### Cell outlines without signal wires, run 1

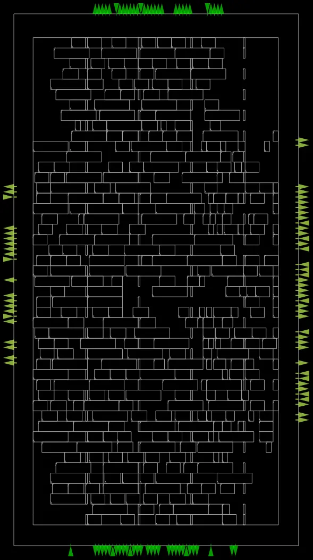
### Placement by cell class, run 1

Scale bar: 20 um. Fill, decap, tap and diode cells in gray.
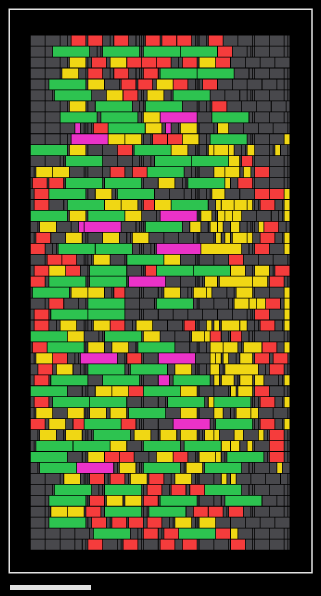
### Signal wires by layer, run 1

Scale bar: 20 um.
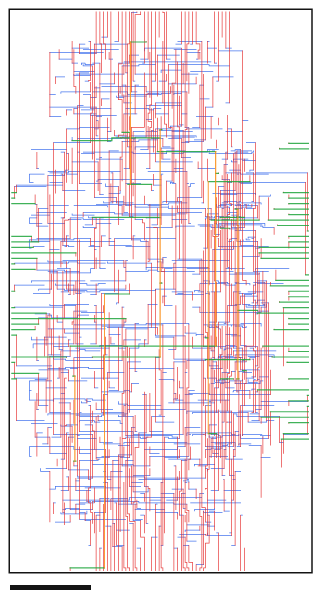
**src/rtl/demux_stream_1xn_pkg.sv**
```systemverilog
// Shared definitions for the 1xN stream demultiplexer.
package demux_stream_1xn_pkg;

  // Packet-lock FSM: IDLE waits for a packet head, PKT holds the latched channel.
  typedef enum logic {
    ST_IDLE = 1'b0,
    ST_PKT  = 1'b1
  } state_e;

  // Select width; a single-channel demux still carries a 1-bit select.
  function automatic int sel_width(input int n);
    return (n > 1) ? $clog2(n) : 1;
  endfunction

endpackage

```
**src/rtl/demux_stream_1xn_slot.sv**
```systemverilog
// One-entry output register slice: loads a beat, drains on consumer ready.
module demux_out_slot #(
  parameter int W = 8
) (
  input  logic         clk,
  input  logic         rst,
  input  logic         load,
  input  logic [W-1:0] load_data,
  input  logic         load_last,
  input  logic         drain,
  output logic         valid,
  output logic [W-1:0] data,
  output logic         last
);

  logic         valid_q, valid_d;
  logic [W-1:0] data_q, data_d;
  logic         last_q, last_d;

  // Load wins over drain so a simultaneous drain+load keeps the slot full.
  always_comb begin
    valid_d = valid_q;
    data_d  = data_q;
    last_d  = last_q;
    if (load) begin
      valid_d = 1'b1;
      data_d  = load_data;
      last_d  = load_last;
    end else if (valid_q && drain) begin
      valid_d = 1'b0;
    end
  end

  // Slot registers; data and last hold after a drain.
  always_ff @(posedge clk or posedge rst) begin
    if (rst) begin
      valid_q <= 1'b0;
      data_q  <= '0;
      last_q  <= 1'b0;
    end else begin
      valid_q <= valid_d;
      data_q  <= data_d;
      last_q  <= last_d;
    end
  end

  assign valid = valid_q;
  assign data  = data_q;
  assign last  = last_q;

endmodule

```
**src/rtl/demux_stream_1xn.sv**
```systemverilog
// Registered 1-to-N stream demultiplexer with packet lock and drop counting.
module demux_stream_1xn
  import demux_stream_1xn_pkg::*;
#(
  parameter  int N    = 8,
  parameter  int W    = 8,
  parameter  int CNTW = 16,
  localparam int SELW = sel_width(N)
) (
  input  logic            clk,
  input  logic            rst,
  input  logic [W-1:0]    in_data,
  input  logic            in_valid,
  input  logic            in_last,
  input  logic [SELW-1:0] sel,
  output logic            in_ready,
  output logic [N*W-1:0]  out_data,
  output logic [N-1:0]    out_valid,
  output logic [N-1:0]    out_last,
  input  logic [N-1:0]    out_ready,
  output logic            busy,
  output logic [CNTW-1:0] drop_cnt
);

  state_e          state_q, state_d;
  logic [SELW-1:0] cur_sel_q, cur_sel_d;
  logic [CNTW-1:0] drop_q, drop_d;
  logic            busy_q, busy_d;
  logic [SELW-1:0] eff;
  logic            eff_in_range;
  logic            accept;
  logic [N-1:0]    load;

  // Routing target and input flow control: out-of-range beats are always taken.
  always_comb begin
    eff          = (state_q == ST_PKT) ? cur_sel_q : sel;
    eff_in_range = (int'(eff) < N);
    in_ready     = 1'b1;
    if (eff_in_range) begin
      in_ready = ~out_valid[eff] | out_ready[eff];
    end
    accept = in_valid & in_ready;
  end

  // Packet lock, channel latch and saturating drop counter.
  always_comb begin
    state_d   = state_q;
    cur_sel_d = cur_sel_q;
    drop_d    = drop_q;
    if (accept) begin
      if (state_q == ST_IDLE) begin
        cur_sel_d = sel;
      end
      state_d = in_last ? ST_IDLE : ST_PKT;
      if (!eff_in_range && (drop_q != '1)) begin
        drop_d = drop_q + 1'b1;
      end
    end
    busy_d = (state_d == ST_PKT);
  end

  // Control state registers.
  always_ff @(posedge clk or posedge rst) begin
    if (rst) begin
      state_q   <= ST_IDLE;
      cur_sel_q <= '0;
      drop_q    <= '0;
      busy_q    <= 1'b0;
    end else begin
      state_q   <= state_d;
      cur_sel_q <= cur_sel_d;
      drop_q    <= drop_d;
      busy_q    <= busy_d;
    end
  end

  assign busy     = busy_q;
  assign drop_cnt = drop_q;

  for (genvar i = 0; i < N; i++) begin : g_slot
    assign load[i] = accept & eff_in_range & (eff == SELW'(i));

    demux_out_slot #(.W(W)) u_slot (
      .clk       (clk),
      .rst       (rst),
      .load      (load[i]),
      .load_data (in_data),
      .load_last (in_last),
      .drain     (out_ready[i]),
      .valid     (out_valid[i]),
      .data      (out_data[i*W +: W]),
      .last      (out_last[i])
    );
  end

endmodule

```
**config.mk**
```make
export PLATFORM = sky130hd
export DESIGN_NAME = demux_stream_1xn
export DESIGN_NICKNAME = d
export VERILOG_FILES = /design/src/rtl/demux_stream_1xn_pkg.sv /design/src/rtl/demux_stream_1xn_slot.sv /design/src/rtl/demux_stream_1xn.sv
export SDC_FILE = /design/constraint.sdc
export NUM_CORES = 1
export LEC_CHECK = 0
export CAP_MARGIN = 20
export CORE_ASPECT_RATIO = 2
export CORE_MARGIN = 5
export CORE_UTILIZATION = 45
export CTS_CLUSTER_SIZE = 30
export DETAILED_ROUTE_END_ITERATION = 10
export PLACE_DENSITY = 0.75
export SLEW_MARGIN = 20
export SYNTH_ARGS = -nofsm -noshare
export SYNTH_HDL_FRONTEND = slang
export SYNTH_SLANG_ARGS = --single-unit
```
**constraint.sdc**
```tcl
create_clock -name clk -period 3.8 [get_ports clk]
set_clock_uncertainty 0.2 [all_clocks]
set_input_delay 0.38 -clock clk [delete_from_list [all_inputs] [get_ports clk]]
set_output_delay 0.38 -clock clk [all_outputs]
set_load 0.01 [all_outputs]
```
==> reports/results.ini, run 1 <==
[outcome]
outcome=completed

[drt]
wl_met1_mm=3.27
dr.pass1.iters=4
finalWirelength_mm=9.83
final_antenna_net_count=0
top_layer=met4
met3WireLength_um=584
drt-wirelength-per-cell_um=20.7
via_per_inst=5.23
wl_met2_mm=5.64
vias=2484
drc=0

[final_timing]
setup_viol=0
hold-worst-slack_ps=286
tns_ps=0
clock.fmax_mhz=296
finalCritPeriodShare=0.890
worst_slew_pin_slew_ps=804
maxSlewViolCount=0
max-slew-margin-rel=0.463
hold_violations=0

[cells_and_area]
drive_above_1_share=0.276
clockBufferCount=12
flops=84
inverters=14
seq_share=0.417
flop_area_sq_um=2100
clkCellAreaFrac=0.0543
mi_logic_area_sq_um=1390
comb_share=0.276
buf_share=0.218
n_all_buffers=112
num-multi-input-gates=153
area_delta_synth_final_pct=33.6
area_dominant_class=sequential cells
nets=397

[synth]
syn-mean-instance-area_sq_um=13.7
yosysCellCount=276
ys_seq_share=0.557
netlist_instances=276
edf_count=0
ys_chip_area_sq_um=3770
top_cell=dfrtp_1
top_cells_by_count=dfrtp_1, mux2_2, buf_4, inv_1, nand2_1
ys_types=37
ys.flop_type=dfrtp_1
top_cells_by_area=dfrtp_1, mux2_2, buf_4
yosys.area.top_type_share=0.557
synth_area_leader_cell=dfrtp_1

[cts]
numCtsBuffers=9
htree_levels=3
clk_pin_slew_ps=60
postCtsSetupRepairBufs=0
cts_max_path_buffers=2
clock-sinks=84
clk_root_buffer_cell=clkbuf_16
cts_hold_buf=0

[setup_path]
startpoint_type=register
worst-setup-path-type=register to primary output
r2r_cells=5
path_cells=mux2i_1 -> mux4_2 -> a21oi_1 -> clkdlybuf4s50_1
crit_path_top_delay_cell=mux4_2
startpoint=busy
r2r-start=busy
cp_num_buf_inv=1
crit_arrival_ps=2800

[place]
portBuffers=104
hpwl_mm=7.43

[power]
power_frac_clock=0.189
p_clk_uw=816
pg_comb_uw=1880
p_sw_frac=0.313

[floorplanning]
die_w_um=74.8
num_rows=47
die_height_um=140
fp_util=0.459
core_sq_um=8230

[min_path]
hp-class=register to register

[global_route]
grt_start_max_net_pins=48
use_met1=0.214
gr-usage-met3=0.0498

[job]
cap_violations=0
warning_count=26

-- 'Cell outlines without signal wires' (at the start) --
post-layout instance count excluding filler cells: 475
n_taps: 98
filler cell count: 689
Final Util: 0.613

-- 'Placement by cell class' (at the start) --
- remaining logic cells: yellow (cells 167)
- registers: green (cells 84)
- remaining buffers and delay cells: red (cells 112)
- clock drivers and dummy loads: magenta (cells 14)

-- 'Signal wires by layer' (at the start) --
- M1: blue (wire length 3270 um)
- M4: orange (wire length 334 um)
- M2: red (wire length 5640 um)
- M3: green (wire length 584 um)

## run 1: stage by stage
stage	power [uW]	setup slack [ps]	std cells	area, sq um	util
2_1_floorplan	2510	1050	291	3830	-
3_3_place_gp	3490	525	461	4770	0.579
3_5_place_dp	3530	511	461	4770	0.579
4_1_cts	4370	414	475	5040	0.613
5_1_grt	4550	304	475	5040	0.613
6_report	4310	419	475	5040	0.613
## run 1: placed cells by master (no fill, tap or decap), types with 3 or more instances in the layout
cell,count
a21o_1,4
a21oi_1,3
a21oi_2,4
buf_4,8
clkbuf_1,3
clkbuf_16,9
clkdlybuf4s50_1,104
conb_1,16
dfrtp_1,84
inv_1,13
mux2_2,70
mux2i_1,9
nand2_1,11
nor2_4,3
o21ai_0,4
o22ai_1,4
## run 1: registers in the layout, summed over array words and instances, names as in the netlist
register	count
g_slot.u_slot.data	64
g_slot.u_slot.last	8
g_slot.u_slot.valid	8
cur_sel_q	3
busy	1
## run 1: worst min-delay path by stage
stage / from / to / slack [ps] / depth (start not counted)
final: g_slot[6].u_slot.last / g_slot[6].u_slot.last / 290 / 1
after global routing: g_slot[6].u_slot.data[0] / g_slot[6].u_slot.data[0] / 310 / 1
after CTS: g_slot[6].u_slot.last / g_slot[6].u_slot.last / 290 / 1
after detailed placement: g_slot[6].u_slot.last / g_slot[6].u_slot.last / 280 / 1
after global placement: g_slot[6].u_slot.data[0] / g_slot[6].u_slot.data[0] / 270 / 1
after floorplan: g_slot[6].u_slot.last / g_slot[6].u_slot.last / 260 / 1
## run 1: logic make-up (layout without fill, tap and decap cells)
group                  count (synthesis)  count (layout)  share of synthesized area
DFF                                   84              84                      0.557
muxes                                 83              83                      0.251
buffers and inverters                 54             140                     0.0898
AOI/OAI and AO/OA                     27              27                     0.0583
and+or+nand+nor                       27              27                     0.0434
other                                  1              16                   0.000993
==> inputs of run 2 (changes only) <==
--- a/config.mk
+++ b/config.mk
@@ -6,7 +6,7 @@
 export NUM_CORES = 1
 export LEC_CHECK = 0
 export CAP_MARGIN = 20
-export CORE_ASPECT_RATIO = 2
+export CORE_ASPECT_RATIO = 1.5
 export CORE_MARGIN = 5
 export CORE_UTILIZATION = 45
 export CTS_CLUSTER_SIZE = 30
==> constraint.sdc (replaced) <==
create_clock -name clk -period 4 [get_ports clk]
set_clock_uncertainty 0.2 [all_clocks]
set_input_delay 0.4 -clock clk [delete_from_list [all_inputs] [get_ports clk]]
set_output_delay 0.4 -clock clk [all_outputs]
set_load 0.01 [all_outputs]
### Metal 4, run 2

Scale bar: 20 um.
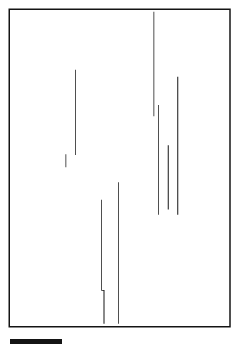
- main direction: vertical
- wire length on this layer: 300 um
- share of all routed wire: 3.2%
- nets with wire on the layer: 7
- longest straight run: 54.4 um
Vias: 2485
Post-Route WL: 9.45 mm

### Logic cells by family, run 2

Scale bar: 20 um.
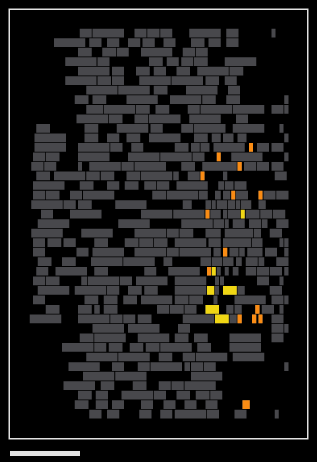
- inv cells: orange (cells 14; most used inv_1; where right middle)
- nor cells: yellow (cells 6; most used nor2_4)
post-layout instance count excluding filler cells: 481
most instantiated logic cell after routing: clkdlybuf4s50_1
Comb area share: 0.277

==> reports/results.ini, run 2 <==
[final_timing]
finalCritPeriodShare=0.885
hold_violations=0
hold-worst-slack_ps=293
clock.fmax_mhz=283
rsz0062_at_grt=no
worst_slew_pin_slew_ps=766
max-slew-margin-rel=0.489
tns_ps=0
maxSlewViolCount=0
setup_viol=0

[setup_path]
worst-setup-path-type=register to primary output
startpoint_type=register
worstPathMaxFanout=22
critPathTopFamily=multiplexers
crit_path_top_delay_cell=dfrtp_1
crit_arrival_ps=2940
path_cells=mux2i_1 -> mux4_2 -> a21oi_1 -> clkdlybuf4s50_1
cp_num_buf_inv=1

[drt]
wl_met1_mm=3.52
final_antenna_net_count=0
via_per_inst=5.17
drt-wirelength-per-cell_um=19.6
drc=0
top_layer=met4
dr.pass1.iters=4
met3WireLength_um=420
first_iter_violations=93
wl_met2_mm=5.21

[cells_and_area]
area_delta_synth_final_pct=32.8
largest_register_ffs=64
nFillCells=697
flop_area_sq_um=2100
fin_area_sq_um=5010
final_util=0.603
mostFrequentLayoutCells=clkdlybuf4s50_1, dfrtp_1, mux2_2, conb_1, inv_1
drive_above_1_share=0.275
nets=392
mi_logic_area_sq_um=1390

[synth]
top_cell=dfrtp_1
ys_types=37
yosys.area.top_type_share=0.557
synth_area_leader_cell=dfrtp_1
edf_count=0
syn-mean-instance-area_sq_um=13.7
ys_chip_area_sq_um=3770
ys_seq_share=0.557
netlist_instances=276
top_cells_by_area=dfrtp_1, mux2_2, buf_4
ys.flop_type=dfrtp_1
top_cells_by_count=dfrtp_1, mux2_2, buf_4, inv_1, nand2_1
yosysCellCount=276

[floorplanning]
die_height_um=122
num_rows=41
core_sq_um=8310
fp_util=0.454
die_w_um=84.8

[job]
warning_count=26
cap_violations=0

[place]
portBuffers=104
hpwl_mm=6.97
dpl_cell_area_sq_um=4740
dp.cells=465

[power]
power_frac_clock=0.186
p_comb_frac=0.442
internal-power_uw=2760
p_sw_frac=0.317

[global_route]
gr-usage-met3=0.0426
grt_pass1_vias=2646
grtUsageMet2=0.347
grt_start_max_net_pins=64
grt_pass1_wl_mm=14.5
grt_antenna_before_repair=0
use_met1=0.199

[cts]
cts_max_path_buffers=2
postCtsSetupRepairBufs=0
clk_pin_slew_ps=60
clock-sinks=84
htree_levels=3
cts_hold_buf=0
numCtsBuffers=9
clk_root_buffer_cell=clkbuf_16

[outcome]
outcome=completed

[min_path]
hp-class=register to register

-- run 2: path summary, 6_finish.rpt --
kind	startpoint	endpoint	slack, ps	cells past startpoint
worst min register to register	g_slot[6].u_slot.data[0]	g_slot[6].u_slot.data[0]	290	1
worst max register to register	busy	g_slot[2].u_slot.data[3]	780	4
worst max-delay path	busy	in_ready	460	4
max in group asynchronous	rst	g_slot[6].u_slot.data[7]	2430	3
min in group asynchronous	rst	g_slot[6].u_slot.data[4]	370	2
worst min-delay path	g_slot[6].u_slot.data[0]	g_slot[6].u_slot.data[0]	290	1
-- run 2: cell families (layout without fill, tap and decap cells) --
| kind of cell | count (synthesis) | in the layout | share of synthesized area |
|---|---|---|---|
| and+or+nand+nor | 27 | 27 | 0.0434 |
| DFF | 84 | 84 | 0.557 |
| AOI/OAI and AO/OA | 27 | 27 | 0.0583 |
| muxes | 83 | 83 | 0.251 |
| buffers and inverters | 54 | 137 | 0.0898 |
| other | 1 | 16 | 0.000993 |
-- run 2: through the flow --
stage | power (uW) | setup WS [ps]
2_1_floorplan | 2390 | 1230
3_3_place_gp | 3280 | 725
3_5_place_dp | 3330 | 685
4_1_cts | 4090 | 484
5_1_grt | 4260 | 356
6_report | 4040 | 462
-- run 2: final cells by class --
cell class                      count  share of cell area
Clock buffer                       11              0.0484
Clock inverter                      5             0.00549
Inverter                           14              0.0110
Multi-Input combinational cell    153               0.277
Sequential cell                    84               0.419
Tap cell                          107              0.0267
Timing Repair Buffer              107               0.212
-- run 2: power by group through the flow --
stage	clock (uW)	combinational, uW	sequential [uW]
after detailed placement	0	1810	1530
after global placement	0	1780	1510
final	749	1780	1510
after floorplan	0	778	1610
after global routing	803	1890	1570
after CTS	768	1810	1510
==> inputs of run 3 (changes only) <==
--- a/config.mk
+++ b/config.mk
@@ -5,7 +5,6 @@
 export SDC_FILE = /design/constraint.sdc
 export NUM_CORES = 1
 export LEC_CHECK = 0
-export CAP_MARGIN = 20
 export CORE_ASPECT_RATIO = 1.5
 export CORE_MARGIN = 5
 export CORE_UTILIZATION = 45
==> constraint.sdc (replaced) <==
create_clock -name clk -period 4.5 [get_ports clk]
set_clock_uncertainty 0.2 [all_clocks]
set_input_delay 0.45 -clock clk [delete_from_list [all_inputs] [get_ports clk]]
set_output_delay 0.45 -clock clk [all_outputs]
set_load 0.01 [all_outputs]
### Logic cells by family, run 3

Scale bar: 20 um.
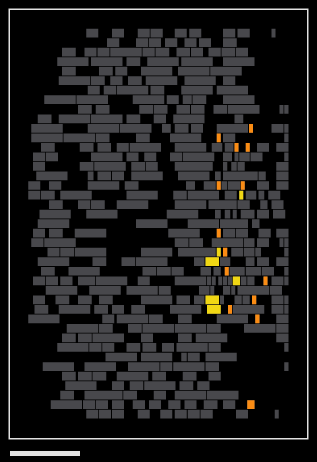
- inv cells: orange (cells 14; most used inv_1)
- nor cells: yellow (cells 6; most used nor2_4)

### Metal 4, run 3

Scale bar: 20 um.
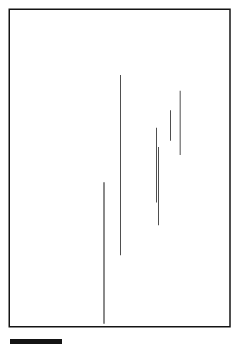
- longest straight run: 69.4 um
- main direction: vertical
Vias: 2482
Post-Route WL: 9.22 mm

==> reports/results.ini, run 3 <==
[outcome]
outcome=completed

[place]
dp.cells=464
portBuffers=104
hpwl_mm=6.57
dpl_cell_area_sq_um=4740
dp_worst_setup_slack_ps=977

[floorplanning]
die_height_um=122
die_w_um=84.8
core_sq_um=8310
num_rows=41

[cells_and_area]
nFillCells=664
nets=391
largest_register_ffs=64
fin_area_sq_um=5080
layout_top_cell=clkdlybuf4s50_1
stdcell_count=479
mostFrequentLayoutCells=clkdlybuf4s50_1, dfrtp_1, mux2_2, conb_1, inv_1
area_delta_synth_final_pct=34.5

[setup_path]
startpoint_type=register
path_cells=mux2i_1 -> mux4_2 -> a211oi_2 -> buf_4 -> a21oi_1 -> clkdlybuf4s50_1
cp_num_buf_inv=2
crit_arrival_ps=3060
crit_path_top_delay_cell=dfrtp_1

[synth]
synth.mux.area_fraction=0.251
synth_area_leader_cell=dfrtp_1
fa_ha_area_frac=0
netlist_instances=276
yosys.area.top_type_share=0.557
syn-mean-instance-area_sq_um=13.7
ys_types=37
edf_count=0
synthTopLogicFamily=multiplexers
top_cell=dfrtp_1
ys_seq_share=0.557
ys_chip_area_sq_um=3770
top_cells_by_area=dfrtp_1, mux2_2, buf_4
xor_share=0
yosysCellCount=276

[job]
cap_violations=0
warning_count=26

[final_timing]
setup_slack_ps=786
rsz0062_at_grt=no
tns_ps=0

[drt]
final_antenna_net_count=0
first_iter_violations=96
drt-wirelength-per-cell_um=19.2

[global_route]
grt_start_max_net_pins=62
grt_pass1_vias=2516

[cts]
clk_root_buffer_cell=clkbuf_16
cts_max_path_buffers=2
clock-sinks=84
clk_pin_slew_ps=60

==> run 3: cell counts after synthesis <==
No cell type changed its count.
==> run 3: metal layers <==
metal,vias to the layer above,GRT usage,part of all wire
li1,1104,-,-
met5,-,0,0
met2,101,0.319,0.54
met3,16,0.0460,0.055
met4,0,0.0822,0.024
met1,1261,0.206,0.38
==> run 3: final timing paths <==
kind / startpoint / endpoint / slack, ps / cells after the start
setup / recovery: busy / in_ready / 790 / 6
hold / removal: g_slot[5].u_slot.data[1] / g_slot[5].u_slot.data[1] / 300 / 1
hold reg to reg: g_slot[5].u_slot.data[1] / g_slot[5].u_slot.data[1] / 300 / 1
max in group asynchronous: rst / g_slot[2].u_slot.last / 2880 / 3
min in group asynchronous: rst / g_slot[5].u_slot.data[4] / 400 / 2
setup reg to reg: busy / g_slot[1].u_slot.data[6] / 1230 / 4
==> run 3: through the flow <==
step / hold WS [ps] / total power [uW]
global placement: 278 / 2910
detailed placement: 282 / 2950
floorplan: 259 / 2120
CTS: 301 / 3790
global route: 317 / 3940
finish: 304 / 3750
==> run 3: report_power, final <==
group	total (uW)	internal [uW]	switching, uW
combinational	1570	951	615
clock	829	552	277
sequential	1350	1120	237
total	3750	2620	1130
==> run 3: layout make-up <==
cell class                      instances  area, sq um  area share
Clock buffer                           10          239      0.0471
Inverter                               14         55.1      0.0108
Timing Repair Buffer                  106         1060       0.208
Clock inverter                          5          100      0.0197
Tap cell                              107          134      0.0264
Multi-Input combinational cell        153         1390       0.274
Sequential cell                        84         2100       0.414
==> run 3: worst register-to-register path, delay by kind of cell, from the launching register on <==
family	cells	cell delay [ps]
AND-OR/OR-AND	1	640
flip-flops	1	780
multiplexers	3	1540
Power and IR drop assume default switching activity.
